Fig. 1: clock wires, drivers and flops
(3 px per µm)
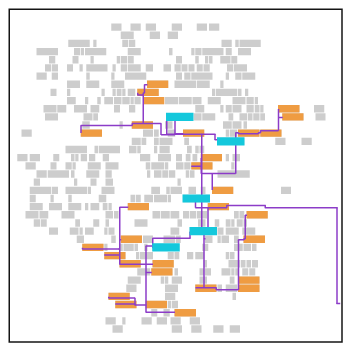
Fig. 2: sequential cells colored by netlist name
(2 px per µm) Other sequential cells in the stronger gray, the rest of the logic in the fainter gray.
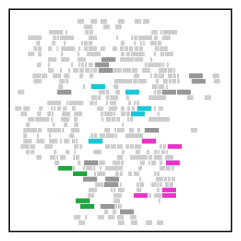
Fig. 3: signal wires on met3
(2 px per µm) Cells faint in the background.
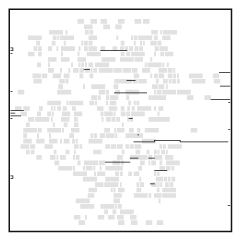
Fig. 4: congestion heat map
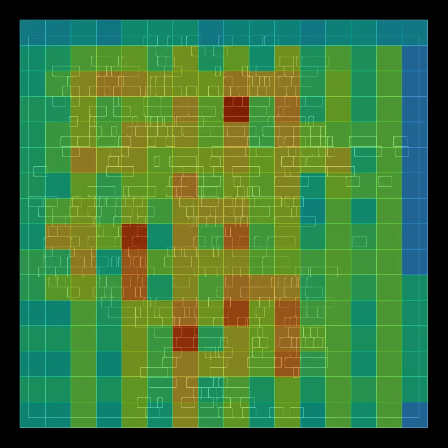
Fig. 5: wiring by layer
(2 px per µm)
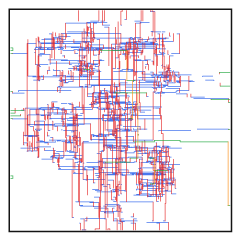
$ cat src/rtl/gameover_pkg.sv
// Shared types, FSM encodings and the brightness-scaling helper for the game-over overlay.
// Pure combinational helpers only; no state lives here.
package gameover_pkg;
    localparam int LEVEL_W = 5;
    localparam int COLOR_W = 4;
    localparam logic [LEVEL_W-1:0] LEVEL_MAX = 5'd16;

    typedef logic [1:0] state_t;
    localparam state_t IDLE     = 2'd0;
    localparam state_t FADE_IN  = 2'd1;
    localparam state_t HOLD     = 2'd2;
    localparam state_t FADE_OUT = 2'd3;

    // (c * level) >> 4: level 16 passes the colour through, level 0 is black.
    function automatic logic [COLOR_W-1:0] scale_chan(input logic [COLOR_W-1:0] c,
                                                      input logic [LEVEL_W-1:0] level);
        logic [COLOR_W+LEVEL_W-1:0] prod;
        prod = {{LEVEL_W{1'b0}}, c} * {{COLOR_W{1'b0}}, level};
        return COLOR_W'(prod >> 4);
    endfunction
endpackage

$ cat src/rtl/gameover_fade_scaler.sv
// Combinational 3-channel brightness scaler; zero latency, the controller registers the result.
module gameover_fade_scaler
    import gameover_pkg::*;
(
    input  logic [COLOR_W-1:0] red,
    input  logic [COLOR_W-1:0] green,
    input  logic [COLOR_W-1:0] blue,
    input  logic [LEVEL_W-1:0] level,
    output logic [COLOR_W-1:0] scaled_red,
    output logic [COLOR_W-1:0] scaled_green,
    output logic [COLOR_W-1:0] scaled_blue
);
    assign scaled_red   = scale_chan(red,   level);
    assign scaled_green = scale_chan(green, level);
    assign scaled_blue  = scale_chan(blue,  level);
endmodule

$ cat src/rtl/gameover_fade_ctrl.sv
// Game-over overlay sequencer: fade in, hold, fade out on restart. pal_index is combinational,
// ovl_* one cycle after rom_index/in_region. GAMEOVER_BLINK_EN enables masked palette blinking in HOLD.
module gameover_fade_ctrl
    import gameover_pkg::*;
#(
    parameter int          FRAMES_PER_STEP = 4,
    parameter int          MIN_HOLD_FRAMES = 60,
    parameter int          BLINK_FRAMES    = 30,
    parameter logic [15:0] BLINK_MASK      = 16'h5514
) (
    input  logic       Clk,
    input  logic       Reset_n,
    input  logic       game_over,
    input  logic       restart_req,
    input  logic       vsync_tick,
    input  logic [3:0] rom_index,
    input  logic       in_region,
    output logic [3:0] pal_index,
    input  logic [3:0] pal_red,
    input  logic [3:0] pal_green,
    input  logic [3:0] pal_blue,
    output logic [3:0] ovl_red,
    output logic [3:0] ovl_green,
    output logic [3:0] ovl_blue,
    output logic       ovl_valid,
    output logic       overlay_active,
    output logic       restart_ack
);
    localparam int FC_W = (FRAMES_PER_STEP > 1) ? $clog2(FRAMES_PER_STEP) : 1;
    localparam int HC_W = $clog2(MIN_HOLD_FRAMES + 1);

    state_t              state;
    logic [LEVEL_W-1:0]  level;
    logic [FC_W-1:0]     frame_cnt;
    logic [HC_W-1:0]     hold_cnt;
    logic                go_prev;
    logic                frame_last;
    logic                step;
    logic                hold_done;
    logic [COLOR_W-1:0]  sc_red, sc_green, sc_blue;

    assign frame_last     = (frame_cnt == FC_W'(FRAMES_PER_STEP - 1));
    assign step           = vsync_tick && frame_last;
    assign hold_done      = (hold_cnt == HC_W'(MIN_HOLD_FRAMES));
    assign overlay_active = (state != IDLE);

    gameover_fade_scaler u_scaler (
        .red          (pal_red),
        .green        (pal_green),
        .blue         (pal_blue),
        .level        (level),
        .scaled_red   (sc_red),
        .scaled_green (sc_green),
        .scaled_blue  (sc_blue)
    );

    always_ff @(posedge Clk) begin
        if (!Reset_n) begin
            state       <= IDLE;
            level       <= '0;
            frame_cnt   <= '0;
            hold_cnt    <= '0;
            // Treat game_over as already high so a level held across reset cannot start the overlay.
            go_prev     <= 1'b1;
            ovl_red     <= '0;
            ovl_green   <= '0;
            ovl_blue    <= '0;
            ovl_valid   <= 1'b0;
            restart_ack <= 1'b0;
        end else begin
            go_prev     <= game_over;
            restart_ack <= 1'b0;
            ovl_red     <= sc_red;
            ovl_green   <= sc_green;
            ovl_blue    <= sc_blue;
            ovl_valid   <= in_region && (state != IDLE);
            if (vsync_tick)
                frame_cnt <= frame_last ? '0 : frame_cnt + FC_W'(1);
            case (state)
                IDLE: begin
                    if (game_over && !go_prev) begin
                        state     <= FADE_IN;
                        level     <= '0;
                        frame_cnt <= '0;
                    end
                end
                FADE_IN: begin
                    if (step) begin
                        level <= level + 5'd1;
                        if (level == LEVEL_MAX - 5'd1) begin
                            state    <= HOLD;
                            hold_cnt <= '0;
                        end
                    end
                end
                HOLD: begin
                    if (vsync_tick && !hold_done)
                        hold_cnt <= hold_cnt + HC_W'(1);
                    if (restart_req && hold_done) begin
                        state     <= FADE_OUT;
                        frame_cnt <= '0;
                    end
                end
                FADE_OUT: begin
                    if (step) begin
                        level <= level - 5'd1;
                        if (level == 5'd1) begin
                            state       <= IDLE;
                            restart_ack <= 1'b1;
                        end
                    end
                end
                default: state <= IDLE;
            endcase
        end
    end

`ifdef GAMEOVER_BLINK_EN
    localparam int BC_W = (BLINK_FRAMES > 1) ? $clog2(BLINK_FRAMES) : 1;

    logic [BC_W-1:0] blink_cnt;
    logic            blink_phase;

    always_ff @(posedge Clk) begin
        if (!Reset_n || state != HOLD) begin
            blink_cnt   <= '0;
            blink_phase <= 1'b0;
        end else if (vsync_tick) begin
            if (blink_cnt == BC_W'(BLINK_FRAMES - 1)) begin
                blink_cnt   <= '0;
                blink_phase <= !blink_phase;
            end else begin
                blink_cnt <= blink_cnt + BC_W'(1);
            end
        end
    end

    assign pal_index = (blink_phase && BLINK_MASK[rom_index]) ? 4'd0 : rom_index;
`else
    assign pal_index = rom_index;
`endif
endmodule

$ cat config.mk
export PLATFORM = sky130hd
export DESIGN_NAME = gameover_fade_ctrl
export DESIGN_NICKNAME = d
export VERILOG_FILES = /design/src/rtl/gameover_pkg.sv /design/src/rtl/gameover_fade_scaler.sv /design/src/rtl/gameover_fade_ctrl.sv
export SDC_FILE = /design/constraint.sdc
export NUM_CORES = 1
export LEC_CHECK = 0
export CORE_MARGIN = 2
export CORE_UTILIZATION = 25
export DETAILED_ROUTE_END_ITERATION = 8
export GPL_ROUTABILITY_DRIVEN = 1
export HOLD_SLACK_MARGIN = 0.03
export PLACE_DENSITY = 0.48
export RECOVER_POWER = 100
export SYNTH_ARGS = -nofsm -noshare
export SYNTH_HDL_FRONTEND = slang
export SYNTH_SLANG_ARGS = --single-unit
$ cat constraint.sdc
create_clock -name Clk -period 4.1 [get_ports Clk]
set_clock_uncertainty 0.15 [all_clocks]
set_input_delay 0.615 -clock Clk [delete_from_list [all_inputs] [get_ports Clk]]
set_output_delay 0.615 -clock Clk [all_outputs]
set_load 0.02 [all_outputs]
==> flow_metrics.env <==
# physical design summary
export IMPL_clockRootBuffer="clkbuf_16"
export IMPL_syn_area_um2=2830
export IMPL_cp_required_ns=4.15
export IMPL_end_kind="flop"
export IMPL_rrSetupSlack_ns=0.73
export IMPL_seq_cells=30
export IMPL_drtPass1Iterations=4
export IMPL_ys_sh_aoi=0.162
export IMPL_top_area_frac=0.212
export IMPL_synth_simple_area_share=0.235
export IMPL_cp_max_fo=5
export IMPL_swShare=0.359
export IMPL_wl_met1_um=3140
export IMPL_dr_wl_met3_um=157
export IMPL_reg_top3="hold_cnt x6, level x5"
export IMPL_power_sequential_uw=389
export IMPL_gp_congestion=0.786
export IMPL_status="finished, final reports clean"
export IMPL_num_multi_input_gates=255
export IMPL_fin_cells=502
export IMPL_placedCellCount=494
export IMPL_viasPerCell=4.71
export IMPL_grt_setup_unrepaired="no"
export IMPL_comb_area_frac=0.587
export IMPL_gr_total_overflow=0
export IMPL_critPathKind="in -> reg"
export IMPL_ant_nets=0
export IMPL_area_delta_synth_final_pct=21.7
export IMPL_ys_cells=332
export IMPL_die_w_um=110
export IMPL_logic_area_um2=2020
export IMPL_core_area_um2=10900
export IMPL_finalNetCount=436
export IMPL_diodes=0
export IMPL_edf_count=0
export IMPL_hold_buffers=0
export IMPL_hold_viol=0
export IMPL_cts_setup_buffers=0
export IMPL_cts_made_buffers=5
export IMPL_ys_async_sr_fraction=0
export IMPL_grt_antenna_before_repair=0
export IMPL_flop_area_um2=601
export IMPL_grt_pass1_wl_um=11300
export IMPL_path_delay_family="adder cells"
export IMPL_cts_buffer_depth=2
export IMPL_grt_max_degree=23
export IMPL_cts_tree="yes"
export IMPL_slew_viol_final=0
export IMPL_use_met2=0.188
export IMPL_wl_met2_um=3130
export IMPL_worst_path_buf_inv=3
export IMPL_worstHoldStart="frame_cnt[1]"
export IMPL_path_clk_slew_ns=0.06
export IMPL_cpPeakStageDelay_ns=0.60
export IMPL_finalClockPeriodUsage=0.903
export IMPL_synth_xor_area_share=0.0309
export IMPL_clock_buffers=5
export IMPL_slew_headroom=0.459
export IMPL_cp_depth=11
export IMPL_hold_depth=2
export IMPL_fin_area_um2=3440
export IMPL_crit_end="ovl_blue[3]"
export IMPL_fin_total_pwr_mw=1.34
Notes on Fig. 1 above:
Key: cyan = clock drivers [count 5]; purple = clock wires [length 483 µm]; orange = flip-flops [count 30]
There are 6 routed clock nets.
clk_lat worst skew: 0.28 ns
Clk network pwr share: 0.313
Clk. pwr: 419 µW

Notes on Fig. 2 above:
Key: magenta = hold_cnt [sequential cells 6, where bottom right]; green = ovl_green [sequential cells 4]; cyan = level [sequential cells 5, where middle]
Another 15 sequential cells are not colored.

Notes on Fig. 3 above:
The layer holds 2.4% of the routed length. The wires run mostly horizontal. The longest straight run is 23.9 µm.
Routed WL: 6530 µm
met3 usage in global routing: 0.0236
total number of vias: 2365

Notes on Fig. 4 above:
wire per inst: 13.0 µm
final design utilization: 0.315

Notes on Fig. 5 above:
Key: blue = metal 1 [wire length 3140 µm]; green = metal 3 [wire length 157 µm]; orange = metal 4 [wire length 112 µm]; red = metal 2 [wire length 3130 µm]
Global Route Usage Sum: 0.112

Power figures rest on the tool's default switching activity, not on a simulated workload.
